**Run 1: signal metal coverage by tile**

(4 px per um) The die is cut into 14 by 11 equal tiles; dark purple is low, yellow is high, scaled to the fullest tile. Values are wire area over tile area, all layers added.
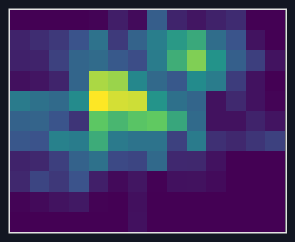
**Run 1: signal wires on met3**

(6 px per um)
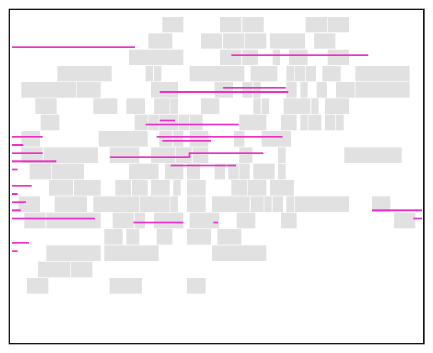
**Run 1: cell classes on the final placement**

(8 px per um)
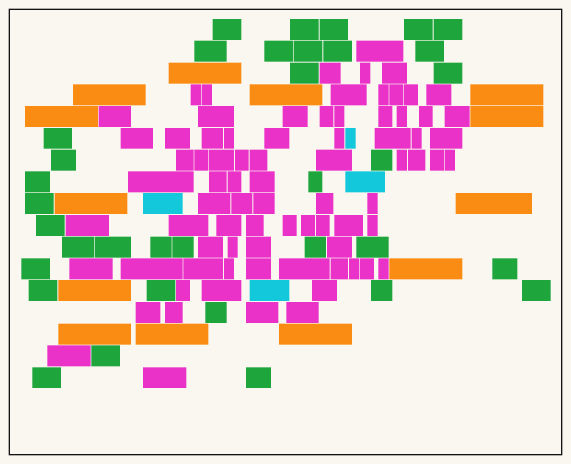
<file path="src/rtl/cond_unit.sv">
`default_nettype none
// ============================================================================
//  Module   : cond_unit
//  Purpose  : Architectural NZCV flag register plus condition evaluator with
//             a predicated-block window. A block marker latches one condition
//             that the next N issued instructions share. The block ends early
//             on a flush, and a nested marker raises an error pulse.
//  Ports    : clk, rst_n       - clock (rising edge), async active-low reset
//             valid            - instruction issued this cycle
//             cond             - condition field of the issued instruction
//             set_flags        - issued instruction writes flags
//             alu_flag         - new {N,Z,C,V} from the ALU
//             blk_start        - issued instruction is a block marker
//             blk_len          - block length carried by the marker
//             flush            - pipeline flush (highest priority)
//             exec             - issued instruction executes (combinational)
//             flag             - registered flags [3]=N [2]=Z [1]=C [0]=V
//             blk_active       - predicated block in progress
//             blk_remain       - instructions left in the block
//             blk_err          - one-cycle pulse after a nested marker
//  Revision : 1.0  initial release
// ============================================================================
module cond_unit #(
  parameter int COND_W  = 4,
  parameter int BLK_MAX = 4,
  parameter int CNT_W   = 3
) (
  input  logic              clk,
  input  logic              rst_n,
  input  logic              valid,
  input  logic [COND_W-1:0] cond,
  input  logic              set_flags,
  input  logic [3:0]        alu_flag,
  input  logic              blk_start,
  input  logic [CNT_W-1:0]  blk_len,
  input  logic              flush,
  output logic              exec,
  output logic [3:0]        flag,
  output logic              blk_active,
  output logic [CNT_W-1:0]  blk_remain,
  output logic              blk_err
);

  localparam logic [CNT_W-1:0] c_blk_max = CNT_W'(BLK_MAX);
  localparam logic [CNT_W-1:0] c_one     = CNT_W'(1);
  localparam logic [CNT_W-1:0] c_zero    = '0;

  logic [3:0]        r_flag;
  logic              r_blk_active;
  logic [CNT_W-1:0]  r_blk_remain;
  logic [COND_W-1:0] r_blk_cond;
  logic              r_blk_err;

  logic [COND_W-1:0] w_eff_cond;
  logic [3:0]        w_code;
  logic              w_true;
  logic              w_issue;
  logic [CNT_W-1:0]  w_len_clip;

  // Inside a block the instruction's own condition field is ignored.
  assign w_eff_cond = r_blk_active ? r_blk_cond : cond;

  // The legacy 2-bit field maps onto codes 0-3 of the full table.
  generate
    if (COND_W == 4) begin : g_cond_full
      assign w_code = w_eff_cond;
    end else begin : g_cond_legacy
      assign w_code = {2'b00, w_eff_cond};
    end
  endgenerate

  always_comb begin
    w_true = 1'b0;
    case (w_code)
      4'd0:    w_true = 1'b1;                                   // AL
      4'd1:    w_true = r_flag[2];                              // EQ
      4'd2:    w_true = ~r_flag[3];                             // PL
      4'd3:    w_true = r_flag[3];                              // MI
      4'd4:    w_true = ~r_flag[2];                             // NE
      4'd5:    w_true = r_flag[1];                              // CS
      4'd6:    w_true = ~r_flag[1];                             // CC
      4'd7:    w_true = r_flag[0];                              // VS
      4'd8:    w_true = ~r_flag[0];                             // VC
      4'd9:    w_true = r_flag[1] & ~r_flag[2];                 // HI
      4'd10:   w_true = ~r_flag[1] | r_flag[2];                 // LS
      4'd11:   w_true = (r_flag[3] == r_flag[0]);               // GE
      4'd12:   w_true = (r_flag[3] != r_flag[0]);               // LT
      4'd13:   w_true = ~r_flag[2] & (r_flag[3] == r_flag[0]);  // GT
      4'd14:   w_true = r_flag[2] | (r_flag[3] != r_flag[0]);   // LE
      default: w_true = 1'b0;                                   // NV
    endcase
  end

  assign w_issue    = valid & ~flush;
  assign exec       = w_issue & ~blk_start & w_true;
  assign w_len_clip = (blk_len > c_blk_max) ? c_blk_max : blk_len;

  always_ff @(posedge clk or negedge rst_n) begin
    if (!rst_n) begin
      r_flag       <= 4'b0000;
      r_blk_active <= 1'b0;
      r_blk_remain <= c_zero;
      r_blk_cond   <= '0;
      r_blk_err    <= 1'b0;
    end else begin
      // exec already excludes flushed and squashed instructions.
      if (exec && set_flags) begin
        r_flag <= alu_flag;
      end
      r_blk_err <= w_issue & blk_start & r_blk_active;
      if (flush) begin
        r_blk_active <= 1'b0;
        r_blk_remain <= c_zero;
      end else if (valid) begin
        if (r_blk_active) begin
          // Every issued instruction consumes a slot, nested markers too.
          r_blk_remain <= r_blk_remain - c_one;
          if (r_blk_remain == c_one) begin
            r_blk_active <= 1'b0;
          end
        end else if (blk_start && (blk_len != c_zero)) begin
          r_blk_cond   <= cond;
          r_blk_remain <= w_len_clip;
          r_blk_active <= 1'b1;
        end
      end
    end
  end

  assign flag       = r_flag;
  assign blk_active = r_blk_active;
  assign blk_remain = r_blk_remain;
  assign blk_err    = r_blk_err;

endmodule
`default_nettype wire

</file>
<file path="config.mk">
export PLATFORM = sky130hd
export DESIGN_NAME = cond_unit
export DESIGN_NICKNAME = d
export VERILOG_FILES = /design/src/rtl/cond_unit.sv
export SDC_FILE = /design/constraint.sdc
export NUM_CORES = 1
export LEC_CHECK = 0
export CORE_ASPECT_RATIO = 0.8
export CORE_UTILIZATION = 26
export DETAILED_ROUTE_END_ITERATION = 10
export GPL_TIMING_DRIVEN = 0
export PLACE_DENSITY = 0.51
export SLEW_MARGIN = 15
export SYNTH_ARGS = -nofsm -noshare
export SYNTH_HDL_FRONTEND = slang
export SYNTH_SLANG_ARGS = --single-unit
</file>
<file path="constraint.sdc">
create_clock -name clk -period 1.8 [get_ports clk]
set_input_delay 0.36 -clock clk [delete_from_list [all_inputs] [get_ports clk]]
set_output_delay 0.36 -clock clk [all_outputs]
set_load 0.02 [all_outputs]
</file>
==> run summary, run 1 <==
fresh numbers from the pnr run: outcome finished with violations, failing checks negative setup slack, WL met2 1.15 mm, number of logic gates 74, R2R depth 7, Flop area 327 sq um, Leak Pwr 0.582 nW, CP max stage delay 0.45 ns, # nets final 152, num ports 27, Congestion Overflow GR 0, Fin. Hold Viols 0, antenna viol nets, final 0, Yosys chip area 930 sq um, Port Buffers 26, number of setup buffers added after CTS 4, total cells reported by yosys after synthesis 95, GR peak layer met1, EDFF count, synth 0, layout cells sized above 1 25.0%, CP Class reg -> out, worst setup margin -0.561 ns, Max IR drop VDD 721 uV, die x size 68.9 um, Synth top area share 35.0%, GR Util All Layers 15.7%, RSZ-0062 raised after global routing yes, Slew @ Worst Pin 0.632 ns, Synth top cells by count 13 x dfrtp_1, 7 x mux2_1, 6 x nor2_1, CLK BUF 4, Tapcell Cnt 42, # fillers 360, Finish-stage setup viols 5, average wire per standard cell 15.3 um, adder-cell share of the synthesized area 2.69%, clk slew on worst S/H paths 0.06 ns, XOR/XNOR Fraction of Synth Area 1.88%, Syn Area/Cell 9.79 sq um, Top cells excl fill/tap 20 x clkdlybuf4s50_1, 12 x dfrtp_1, 6 x nor2_1, 6 x buf_4, Iteration-0 DRC Markers 65, synthesized cell area 930 sq um, Placer Congestion 0.955, Crit-path slowest cell dfrtp_2, r2r setup slk -0.43 ns, Compound Share, Synth 22.1%, clock sink count 13, Clock Path Buffers 2, number of sequential cells 13
-- 'signal metal coverage by tile' (at the start) --
mean over tiles = 0.11
densest ninth of the die = centre
nearly empty tiles = 26%
fullest tile = 0.54
emptiest ninth of the die = south-east
tiles over half the peak = 11%

-- 'signal wires on met3' (at the start) --
nets with wire on the layer = 24
wire length on this layer = 217 um
main direction = horizontal
longest straight run = 22.5 um
share of all routed wire = 8.1%
vias: 899
Post-Route WL: 2.66 mm
GR Layer Usage met3: 5.99%

-- 'cell classes on the final placement' (at the start) --
other buffers and delay cells -> green  # cells 35, share of their area 24%
all other logic -> magenta  # cells 80, share of their area 48%
flip-flops -> orange  # cells 13, share of their area 24%
clock drivers and dummy loads -> cyan  # cells 4, share of their area 3.3%
floorplan row count: 19
fin util: 41.1%

-- run 1: sequential cells by signal (all words and copies together), names as in the netlist --
signal,flops
blk_active,1
blk_err,1
blk_remain,3
r_blk_cond,4
flag,4
-- run 1: where the power goes --
group	switching (mW)	internal [mW]	total, mW
Combinational	0.285	0.348	0.633
Sequential	0.123	0.366	0.489
Clock	0.116	0.157	0.273
-- run 1: through the flow --
step,util [%],power [mW]
after global placement,36.4,1.00
final,41.1,1.39
after CTS,39.7,1.35
after floorplan,-,0.770
after detailed placement,36.4,1.00
after global routing,41.1,1.48
-- run 1: worst max-delay path, delay by kind of cell (launching register included) --
kind	cells	cell delay, ns
flops	1	0.45
mux	2	0.35
compound gates	1	0.16
buf+inv	3	0.37
simple gates	1	0.42
==> inputs of run 2 (changes only) <==
--- a/config.mk
+++ b/config.mk
@@ -9,7 +9,7 @@
 export CORE_UTILIZATION = 26
 export DETAILED_ROUTE_END_ITERATION = 10
 export GPL_TIMING_DRIVEN = 0
-export PLACE_DENSITY = 0.51
+export PLACE_DENSITY = 0.49
 export SLEW_MARGIN = 15
 export SYNTH_ARGS = -nofsm -noshare
 export SYNTH_HDL_FRONTEND = slang
==> constraint.sdc (replaced) <==
create_clock -name clk -period 2.5 [get_ports clk]
set_input_delay 0.5 -clock clk [delete_from_list [all_inputs] [get_ports clk]]
set_output_delay 0.5 -clock clk [all_outputs]
set_load 0.02 [all_outputs]
**Run 2: signal wires on met3**

(6 px per um)
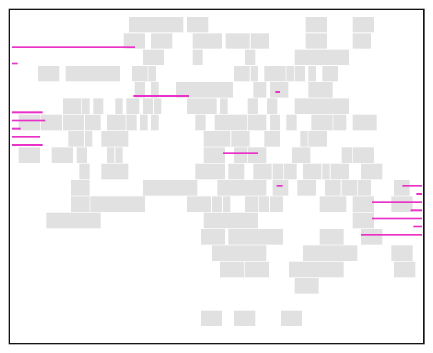
main direction = horizontal
nets with wire on the layer = 16
longest straight run = 20.2 um
wire length on this layer = 89.2 um
share of all routed wire = 3.8%
Post-Route WL: 2.37 mm
vias: 896
GR Layer Usage met3: 2.48%

**Run 2: signal metal coverage by tile**

(4 px per um) The die is cut into 14 by 11 equal tiles; dark purple is low, yellow is high, scaled to the fullest tile. Values are wire area over tile area, all layers added.
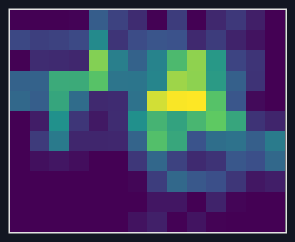
mean over tiles = 0.096
nearly empty tiles = 30%
densest ninth of the die = centre
emptiest ninth of the die = south-west
GR Util All Layers: 12.7%
average wire per standard cell: 14.0 um

==> run 2 against run 1 <==
Net effect:
- the flow now finishes without violations
- clock-buffer cell count shrank 1
- non-clock buffer count fell by 4
- synthesized area stayed put
- sequential power decreased by 29%
- flip-flop count unchanged
- final cell count is 2.3% lower
- die area unchanged
- first-iteration DRC count fell by 29%
- sequential share of layout area increased by 1.8 points
- power fell by 35%
- hold slack gained 0.047 ns
- combinational power is 41% lower
- critical path type unchanged
- critical endpoint unchanged
- highest routed layer unchanged
==> run summary, run 2 <==
fresh numbers from the pnr run: Comb power frac 41.0% (-4.4 points), worst setup margin 0.0687 ns (+0.630 ns), synthesized cell area 930 sq um (unchanged), comb. cell area 569 sq um, htree depth 1, Synth top cells by count 13 x dfrtp_1, 7 x mux2_1, 6 x nor2_1, crit-path leading delay family multiplexers, die x size 68.9 um (unchanged), synth unique cells 39, clock power share 20.7% (+1.1 points), # fillers 363 (+0.83%), Yosys chip area 930 sq um (unchanged), register share of total power 38.3% (+3.2 points), Power Internal 0.572 mW (-34%), clock sink count 13 (unchanged), Slew @ Worst Pin 0.682 ns (+0.0499 ns), Clock Path Buffers 2 (unchanged), Flop area 327 sq um (unchanged), Port Buffers 26 (unchanged), WL met2 1.09 mm (-5.0%), Syn Area/Cell 9.79 sq um (unchanged), Fin. Hold Viols 0 (unchanged), Synth top area share 35.0% (unchanged), Crit-path slowest cell mux4_2, CP max stage delay 0.48 ns (+0.03 ns), num ports 27 (unchanged), CP Class reg -> out, total cells reported by yosys after synthesis 95 (unchanged), number of setup buffers added after CTS 1 (-3), floorplan row count 19 (unchanged), Compound Share, Synth 22.1% (unchanged), outcome finished clean, Congestion Overflow GR 0 (unchanged), EDFF count, synth 0 (unchanged), Hold Startpoint blk_remain[1]$_DFFE_PN0P_, r2r setup slk 0.39 ns (+0.82 ns), Clock Power 0.188 mW (-31%), largest power group combinational logic, layout cells sized above 1 15.6% (-9.4 points), antenna viol nets, final 0 (unchanged), switching portion of total power 37.1% (-0.49 points), XOR/XNOR Fraction of Synth Area 1.88% (unchanged), clk slew on worst S/H paths 0.06 ns (about the same), Placer Congestion 0.964 (+1.0%), Iteration-0 DRC Markers 46 (-29%), Finish-stage setup viols 0 (-5), # nets final 148 (-2.6%), Max IR drop VDD 177 uV (-75%), WP depth 6 (-1), CP bufs+invs 2 (-1)
**Run 2: cell classes on the final placement**

(8 px per um)
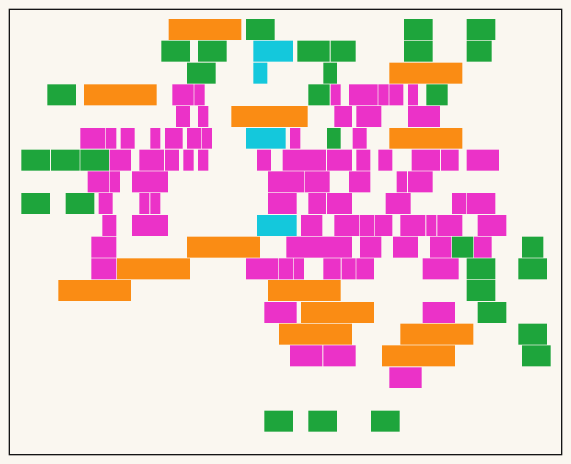
clock drivers and dummy loads -> cyan  # cells 4, share of their area 3.7%
flip-flops -> orange  # cells 13, share of their area 26%
other buffers and delay cells -> green  # cells 31, share of their area 23%
all other logic -> magenta  # cells 80, share of their area 47%
fin util: 38.2%
core area: 0.00342 sq mm
fraction of area in registers: 25.0%

==> run 2: area by class of cell <==
type                    instances  share of cell area, %
plain buffers                   2                   1.44
well taps                      42                   4.02
multi-input cells              74                   43.6
clock buffers                   3                   3.16
flip-flops and latches         13                   25.0
repair buffers                 29                   20.7
inverters                       6                   1.72
clock inverters                 1                  0.383
==> run 2: kinds of logic after synthesis <==
group,count (synthesis)
buf+inv,8
fa+ha+maj,2
compound gates,27
simple gates,30
mux,13
flops,13
xor+xnor,2
==> run 2: stage by stage <==
stage | setup TNS, ns | power [mW] | cells
3_3_place_gp | -1.20 | 0.720 | 163
3_5_place_dp | -1.21 | 0.718 | 163
5_1_grt | -0.0264 | 0.974 | 170
4_1_cts | 0 | 0.916 | 168
6_report | 0 | 0.909 | 170
2_1_floorplan | 0 | 0.554 | 95
==> inputs of run 3 (changes only) <==
--- a/config.mk
+++ b/config.mk
@@ -9,7 +9,7 @@
 export CORE_UTILIZATION = 26
 export DETAILED_ROUTE_END_ITERATION = 10
 export GPL_TIMING_DRIVEN = 0
-export PLACE_DENSITY = 0.49
+export PLACE_DENSITY = 0.47
 export SLEW_MARGIN = 15
 export SYNTH_ARGS = -nofsm -noshare
 export SYNTH_HDL_FRONTEND = slang
**Run 3: signal wires on met3**

(6 px per um)
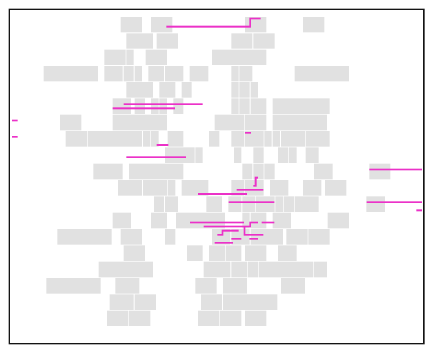
nets with wire on the layer = 19
share of all routed wire = 5.2%
longest straight run = 13.8 um
main direction = horizontal
GR Layer Usage met3: 3.10%
Post-Route WL: 2.44 mm
vias: 899

**Run 3: cell classes on the final placement**

(8 px per um)
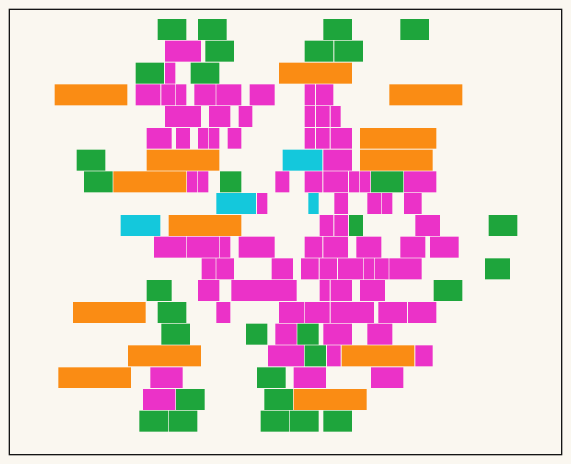
all other logic -> magenta  # cells 80, share of their area 47%
flip-flops -> orange  # cells 13, share of their area 26%
other buffers and delay cells -> green  # cells 31, share of their area 23%
clock drivers and dummy loads -> cyan  # cells 4, share of their area 3.6%
fin util: 38.3%
fraction of area in registers: 24.9%
Finished Cell Area: 0.00131 sq mm

==> run 3 against run 2 <==
Net effect:
- sequential share of layout area down 0.072 points
- wire length up 2.6%
- sequential power up 2%
- setup slack better by 0.0099 ns
- non-clock buffer count unchanged
- hold slack worse by 0.024 ns
- final area up 0.29%
- critical path type is now in -> out
- largest cell class unchanged
==> run summary, run 3 <==
fresh numbers from the pnr run: crit path to exec, outcome finished clean, Flop area 327 sq um (unchanged), Comb power frac 41.7% (+0.7 points), total cells reported by yosys after synthesis 95 (unchanged), Non-Filler Instances 170 (unchanged), switching portion of total power 37.2% (+0.14 points), Comb area share 43.5% (-0.13 points), CP startpoint cond[1], CP Class in -> out, RSZ-0062 raised after global routing no, crit-path leading delay family multiplexers, r2r setup slk 0.31 ns (-0.08 ns), Crit-path slowest cell or3b_1, Plain + repair buffers 31 (unchanged), register share of total power 38.3% (about the same), Clock Path Buffers 2 (unchanged), EDFF count, synth 0 (unchanged), antenna viol nets, final 0 (unchanged), Max IR drop VDD 325 uV (+84%), Slew @ Worst Pin 0.646 ns (-0.0362 ns), CP bufs+invs 2 (unchanged), layout cells sized above 1 14.1% (-1.6 points), clk slew on worst S/H paths 0.05 ns (about the same), Area-dominant class logic gates, Synth top area share 35.0% (unchanged), WP depth 6 (unchanged), htree depth 1 (unchanged), comb pwr 0.387 mW, Power Internal 0.583 mW (+1.9%), Critical Path End Type output port, die x size 68.9 um (unchanged), number of sequential cells 13 (unchanged), Finish-stage setup viols 0 (unchanged), Fin. Hold Viols 0 (unchanged), # nets final 148 (unchanged), Seq group 0.355 mW, WL met2 1.08 mm (-1.6%), floorplan row count 19 (unchanged), Top cells excl fill/tap 21 x clkdlybuf4s50_1, 12 x dfrtp_1, 7 x mux2_1, Hold Startpoint blk_remain[1]$_DFFE_PN0P_, post-route setup TNS 0 ns (unchanged), area delta synth->final 40.9%, cell count after placement 163 (unchanged), num ports 27 (unchanged), comb. cell area 569 sq um (unchanged), Placer Congestion 0.809 (-16%), worst hold stages 1, synthesized cell area 930 sq um (unchanged), Syn Area/Cell 9.79 sq um (unchanged), CTS tree built, Worst-Skew Late Latency 0.24 ns, worst setup margin 0.0787 ns (+0.00992 ns), core area 0.00342 sq mm (unchanged), Iteration-0 DRC Markers 43 (-6.5%), CP max stage delay 0.37 ns (-0.11 ns), Clock Power 0.186 mW (about the same), CLK BUF 4 (+1), GR peak layer met1, Hold-fix buffers, CTS 0, Async SR Flop Fraction 100%, clock sink count 13 (unchanged), Inverters, non-clock 6 (unchanged), Max Used Layer met4, number of logic gates 74 (unchanged), clock power share 20.1% (-0.6 points), Tapcell Cnt 42 (unchanged), biggest area cells dfrtp_1 35%, mux2_1 8.5%, o32ai_1 3.8%, # fillers 359 (-1.1%), Port Buffers 26 (unchanged), Tot Pwr 0.929 mW (+2.1%), Yosys chip area 930 sq um (unchanged), Layout non-clock buf frac 22.4% (+0.32 points), Die Size 0.00382 sq mm, largest power group combinational logic, Synth top cells by count 13 x dfrtp_1, 7 x mux2_1, 6 x nor2_1
**Run 3: signal metal coverage by tile**

(4 px per um) The die is cut into 14 by 11 equal tiles; dark purple is low, yellow is high, scaled to the fullest tile. Values are wire area over tile area, all layers added.
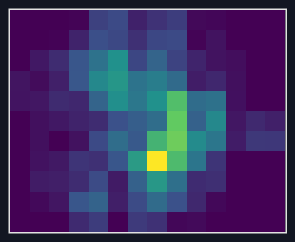
fullest tile = 0.61
densest ninth of the die = centre
tiles over half the peak = 6.5%
emptiest ninth of the die = north-east
GR Util All Layers: 14.1%
average wire per standard cell: 14.3 um

run 3: cell families (layout without fill, tap and decap cells):
| logic type | count (synthesis) | after routing | synth area share [%] |
|---|---|---|---|
| adder cells (fa/ha/maj) | 2 | 2 | 2.69 |
| AND-OR/OR-AND | 27 | 27 | 22.1 |
| AND/OR/NAND/NOR | 30 | 30 | 17.4 |
| multiplexers | 13 | 13 | 16.6 |
| buffers and inverters | 8 | 41 | 4.44 |
| XOR/XNOR | 2 | 2 | 1.88 |
| flip-flops | 13 | 13 | 35.0 |
run 3: timing repair:
item | in CTS | in global routing
resized | 10 | 4
endpoints found under the setup margin | 1 | 1
cloned | 0 | 1
buffers inserted | 1 | 1
pin swaps | 0 | 1
Power and IR drop assume default switching activity.
